--- config.mk ---
export PLATFORM = sky130hd
export DESIGN_NAME = hilo_div_ctrl_flat
export DESIGN_NICKNAME = d
export VERILOG_FILES = /design/src/rtl/hilo_div_if.sv /design/src/rtl/hilo_div_ctrl.sv /design/src/flat_wrapper.sv
export SDC_FILE = /design/constraint.sdc
export NUM_CORES = 1
export LEC_CHECK = 0
export CAP_MARGIN = 20
export CORE_ASPECT_RATIO = 1.25
export CORE_MARGIN = 4
export CORE_UTILIZATION = 43
export DETAILED_ROUTE_END_ITERATION = 10
export PLACE_DENSITY_LB_ADDON = 0.25
export SLEW_MARGIN = 30
export SYNTH_ARGS = -nofsm -noshare
export SYNTH_HDL_FRONTEND = slang
export SYNTH_SLANG_ARGS = --single-unit
--- constraint.sdc ---
create_clock -name clk -period 6.5 [get_ports clk]
set_input_delay 0.975 -clock clk [delete_from_list [all_inputs] [get_ports clk]]
set_output_delay 0.975 -clock clk [all_outputs]
set_load 0.02 [all_outputs]
--- src/rtl/hilo_div_if.sv ---
// Execute-stage <-> divide sequencer handshake bundle.
// The execute stage is the master; the divider is the slave.
interface hilo_div_if #(
  parameter int WIDTH = 32
);
  logic             startE;
  logic             signedE;
  logic [WIDTH-1:0] srcaE;
  logic [WIDTH-1:0] srcbE;
  logic             annulE;
  logic             stallE;
  logic             busy;
  logic             validE;
  logic [WIDTH-1:0] hiE;
  logic [WIDTH-1:0] loE;

  modport master (
    output startE, signedE, srcaE, srcbE, annulE,
    input  stallE, busy, validE, hiE, loE
  );

  modport slave (
    input  startE, signedE, srcaE, srcbE, annulE,
    output stallE, busy, validE, hiE, loE
  );
endinterface

--- src/rtl/hilo_div_ctrl.sv ---
// Radix-2 restoring divide sequencer for the HI/LO path.
// Results: quotient on loE, remainder on hiE.
module hilo_div_ctrl #(
  parameter int WIDTH = 32,
  parameter int CNT_W = 6
) (
  input logic       clk,
  input logic       rst,
  hilo_div_if.slave io
);
  typedef enum logic [1:0] {
    IDLE, CALC, DONE
  } state_t;

  state_t           state_q, state_d;
  logic [CNT_W-1:0] cnt_q, cnt_d;
  logic [WIDTH-1:0] rem_q, rem_d;
  logic [WIDTH-1:0] quot_q, quot_d;
  logic [WIDTH-1:0] dvsr_q, dvsr_d;
  logic             qneg_q, qneg_d;
  logic             rneg_q, rneg_d;
  logic [WIDTH-1:0] hi_q, hi_d;
  logic [WIDTH-1:0] lo_q, lo_d;
  logic             valid_q, valid_d;

  logic             a_neg, b_neg, ge;
  logic [WIDTH-1:0] a_mag, b_mag;
  logic [WIDTH-1:0] rem_n, quot_n;
  logic [WIDTH:0]   rem_sh, dvsr_x, diff;

  always_comb begin
    a_neg = io.signedE & io.srcaE[WIDTH-1];
    b_neg = io.signedE & io.srcbE[WIDTH-1];
    a_mag = a_neg ? -io.srcaE : io.srcaE;
    b_mag = b_neg ? -io.srcbE : io.srcbE;

    // Extra bit keeps the shifted remainder exact for large divisors
    rem_sh = {rem_q, quot_q[WIDTH-1]};
    dvsr_x = {1'b0, dvsr_q};
    diff   = rem_sh - dvsr_x;
    ge     = rem_sh >= dvsr_x;
    rem_n  = ge ? diff[WIDTH-1:0] : rem_sh[WIDTH-1:0];
    quot_n = {quot_q[WIDTH-2:0], ge};

    state_d = state_q;
    cnt_d   = cnt_q;
    rem_d   = rem_q;
    quot_d  = quot_q;
    dvsr_d  = dvsr_q;
    qneg_d  = qneg_q;
    rneg_d  = rneg_q;
    hi_d    = hi_q;
    lo_d    = lo_q;
    valid_d = 1'b0;

    unique case (state_q)
      IDLE: begin
        if (io.startE) begin
          if (io.srcbE == '0) begin
            lo_d    = '1;
            hi_d    = io.srcaE;
            valid_d = 1'b1;
            state_d = DONE;
          end else begin
            quot_d  = a_mag;
            dvsr_d  = b_mag;
            rem_d   = '0;
            rneg_d  = a_neg;
            qneg_d  = a_neg ^ b_neg;
            cnt_d   = CNT_W'(WIDTH);
            state_d = CALC;
          end
        end
      end
      CALC: begin
        rem_d  = rem_n;
        quot_d = quot_n;
        cnt_d  = cnt_q - CNT_W'(1);
        if (cnt_q == CNT_W'(1)) begin
          lo_d    = qneg_q ? -quot_n : quot_n;
          hi_d    = rneg_q ? -rem_n : rem_n;
          valid_d = 1'b1;
          state_d = DONE;
        end
      end
      DONE: state_d = IDLE;
      default: state_d = IDLE;
    endcase

    // A flush wins over issue and over the final step
    if (io.annulE) begin
      state_d = IDLE;
      valid_d = 1'b0;
      hi_d    = hi_q;
      lo_d    = lo_q;
    end
  end

  always_ff @(posedge clk) begin
    if (rst) begin
      state_q <= IDLE;
      cnt_q   <= '0;
      rem_q   <= '0;
      quot_q  <= '0;
      dvsr_q  <= '0;
      qneg_q  <= 1'b0;
      rneg_q  <= 1'b0;
      hi_q    <= '0;
      lo_q    <= '0;
      valid_q <= 1'b0;
    end else begin
      state_q <= state_d;
      cnt_q   <= cnt_d;
      rem_q   <= rem_d;
      quot_q  <= quot_d;
      dvsr_q  <= dvsr_d;
      qneg_q  <= qneg_d;
      rneg_q  <= rneg_d;
      hi_q    <= hi_d;
      lo_q    <= lo_d;
      valid_q <= valid_d;
    end
  end

  assign io.busy   = (state_q == CALC);
  assign io.stallE = (state_q == IDLE & io.startE & ~io.annulE)
                   | (state_q == CALC);
  assign io.validE = valid_q;
  assign io.hiE    = hi_q;
  assign io.loE    = lo_q;
endmodule

--- src/flat_wrapper.sv ---
// flat-port wrapper written by rule: the top's interface ports become plain ports
module hilo_div_ctrl_flat 
#(
  parameter int WIDTH = 32,
  parameter int CNT_W = 6
)
  (clk, rst, io_startE, io_signedE, io_srcaE, io_srcbE, io_annulE, io_stallE, io_busy, io_validE, io_hiE, io_loE);
  hilo_div_if #(.WIDTH(WIDTH)) io_i ();
  input logic clk;
  input logic rst;
  input wire logic [$bits(io_i.startE)-1:0] io_startE;
  input wire logic [$bits(io_i.signedE)-1:0] io_signedE;
  input wire logic [$bits(io_i.srcaE)-1:0] io_srcaE;
  input wire logic [$bits(io_i.srcbE)-1:0] io_srcbE;
  input wire logic [$bits(io_i.annulE)-1:0] io_annulE;
  output wire logic [$bits(io_i.stallE)-1:0] io_stallE;
  output wire logic [$bits(io_i.busy)-1:0] io_busy;
  output wire logic [$bits(io_i.validE)-1:0] io_validE;
  output wire logic [$bits(io_i.hiE)-1:0] io_hiE;
  output wire logic [$bits(io_i.loE)-1:0] io_loE;
  assign io_i.startE = io_startE;
  assign io_i.signedE = io_signedE;
  assign io_i.srcaE = io_srcaE;
  assign io_i.srcbE = io_srcbE;
  assign io_i.annulE = io_annulE;
  assign io_stallE = io_i.stallE;
  assign io_busy = io_i.busy;
  assign io_validE = io_i.validE;
  assign io_hiE = io_i.hiE;
  assign io_loE = io_i.loE;
  hilo_div_ctrl #(.WIDTH(WIDTH), .CNT_W(CNT_W)) u_core (.clk(clk), .rst(rst), .io(io_i));
endmodule
Figure 1. Clock wires, drivers and flops.
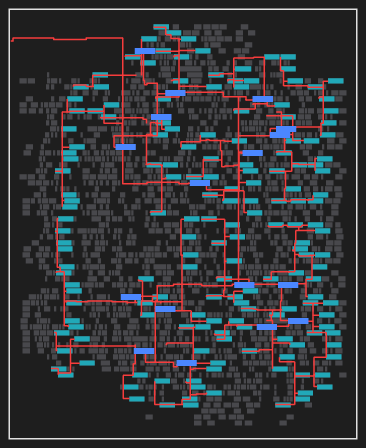
[blue] cells driving clock nets | count: 17
[red] clock wires | length: 2,250 um
[cyan] flip-flops | count: 171
flops lie	widely spread
routed clock nets	18

==> impl_metrics.toml <==
# implementation run metrics
[routing]
met2_wirelength_um = 16800
viasPerCell = 5.81
routed_wl_um = 35300
drcViolationCount = 0
ant_nets = 0

[critical_path]
worst-path-max-fanout = 32
setup.worst_path.end_class = "register"
cp_cell_sequence = "clkdlybuf4s50_1 -> inv_1 -> ha_1 -> or4b_1 -> or4_1 -> nor3_2 -> nand4_1 -> or4b_4 -> a2111o_1 -> buf_4 -> nor2_2 -> buf_4 -> nand2b_1 -> o22ai_1 -> a21oi_1 -> a21oi_1"
crit_path_max_incr_delay_ns = 0.63
cpMaxStageDelayCell = "or4b_4"
crit_family = "simple AND/OR/NAND/NOR gates"

[sta]
max_freq_ghz = 0.188
hold_viol = 0
period_minus_slack_ns = 5.33

[cts]
cts_resized = 0
h-tree-depth = 4
hold_buffers = 0
root_buffer = "clkbuf_16"

[layout]
sh_seq_area_pct = 24.5
antenna_cells = 0
final_cell_mix = "231 x nor2_1, 170 x dfxtp_1, 162 x nand2_1, 134 x clkdlybuf4s50_1, 115 x a21oi_1"
regArea_um2 = 3420
n_sequential_cell = 171
n_all_buffers = 152
stdcell_count = 2013

[global_routing]
grt_pass1_vias = 11200
use_met1_pct = 30.0
grt-ovfl-total = 0
grt_max_degree = 93

[synth]
async_reset_ff_share_pct = 0
ys.flops = 171
ys_seq_share_pct = 28.8
syn_nets = 1696
top_cell_area_share_pct = 28.8
ys_types = 81

[pwr]
pg_clk_w = 0.00101
p_seq_w = 0.00115
p_leak_nw = 5.03
p_sw_share_pct = 31.3

[floorplan]
coreArea_um2 = 27100

[run_status]
status = "finished, final reports clean"

[flow_run]
tool_warnings = 27

[placed_design]
place_area_um2 = 13400
Figure 2. Drive-strength map.
Bar = 50 um.
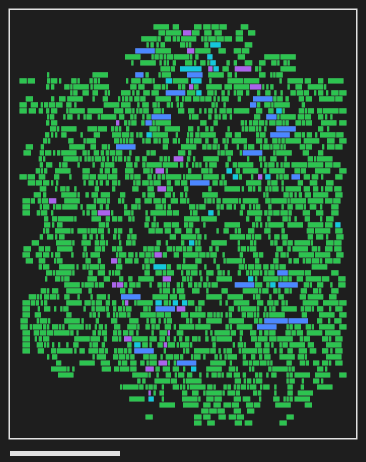
color	size	cells	share
green	drive 1 or less	1,592	95%
blue	drive 6 and up	25	1.5%
cyan	drive 3 to 4	25	1.5%
purple	drive 2	26	1.6%

## worst paths after layout
path                     startpoint                end  slack, ns  cells past startpoint
setup / recovery        io_srcbE[0]  u_core.io.hiE[26]       1.17                     16
hold / removal    u_core.dvsr_q[18]  u_core.dvsr_q[18]       0.46                      2
setup reg to reg   u_core.rem_q[20]  u_core.io.hiE[29]       1.53                     12
hold reg to reg   u_core.dvsr_q[18]  u_core.dvsr_q[18]       0.46                      2
## cells by family (layout without fill, tap and decap cells)
logic type | after synthesis | after routing | synth area share (%)
buffers and inverters | 162 | 242 | 5.43
AND-OR/OR-AND | 465 | 465 | 26.4
AND/OR/NAND/NOR | 575 | 575 | 21.8
XOR/XNOR | 135 | 135 | 9.94
adder cells (fa/ha/maj) | 39 | 39 | 4.16
flip-flops | 171 | 171 | 28.8
multiplexers | 41 | 41 | 3.52
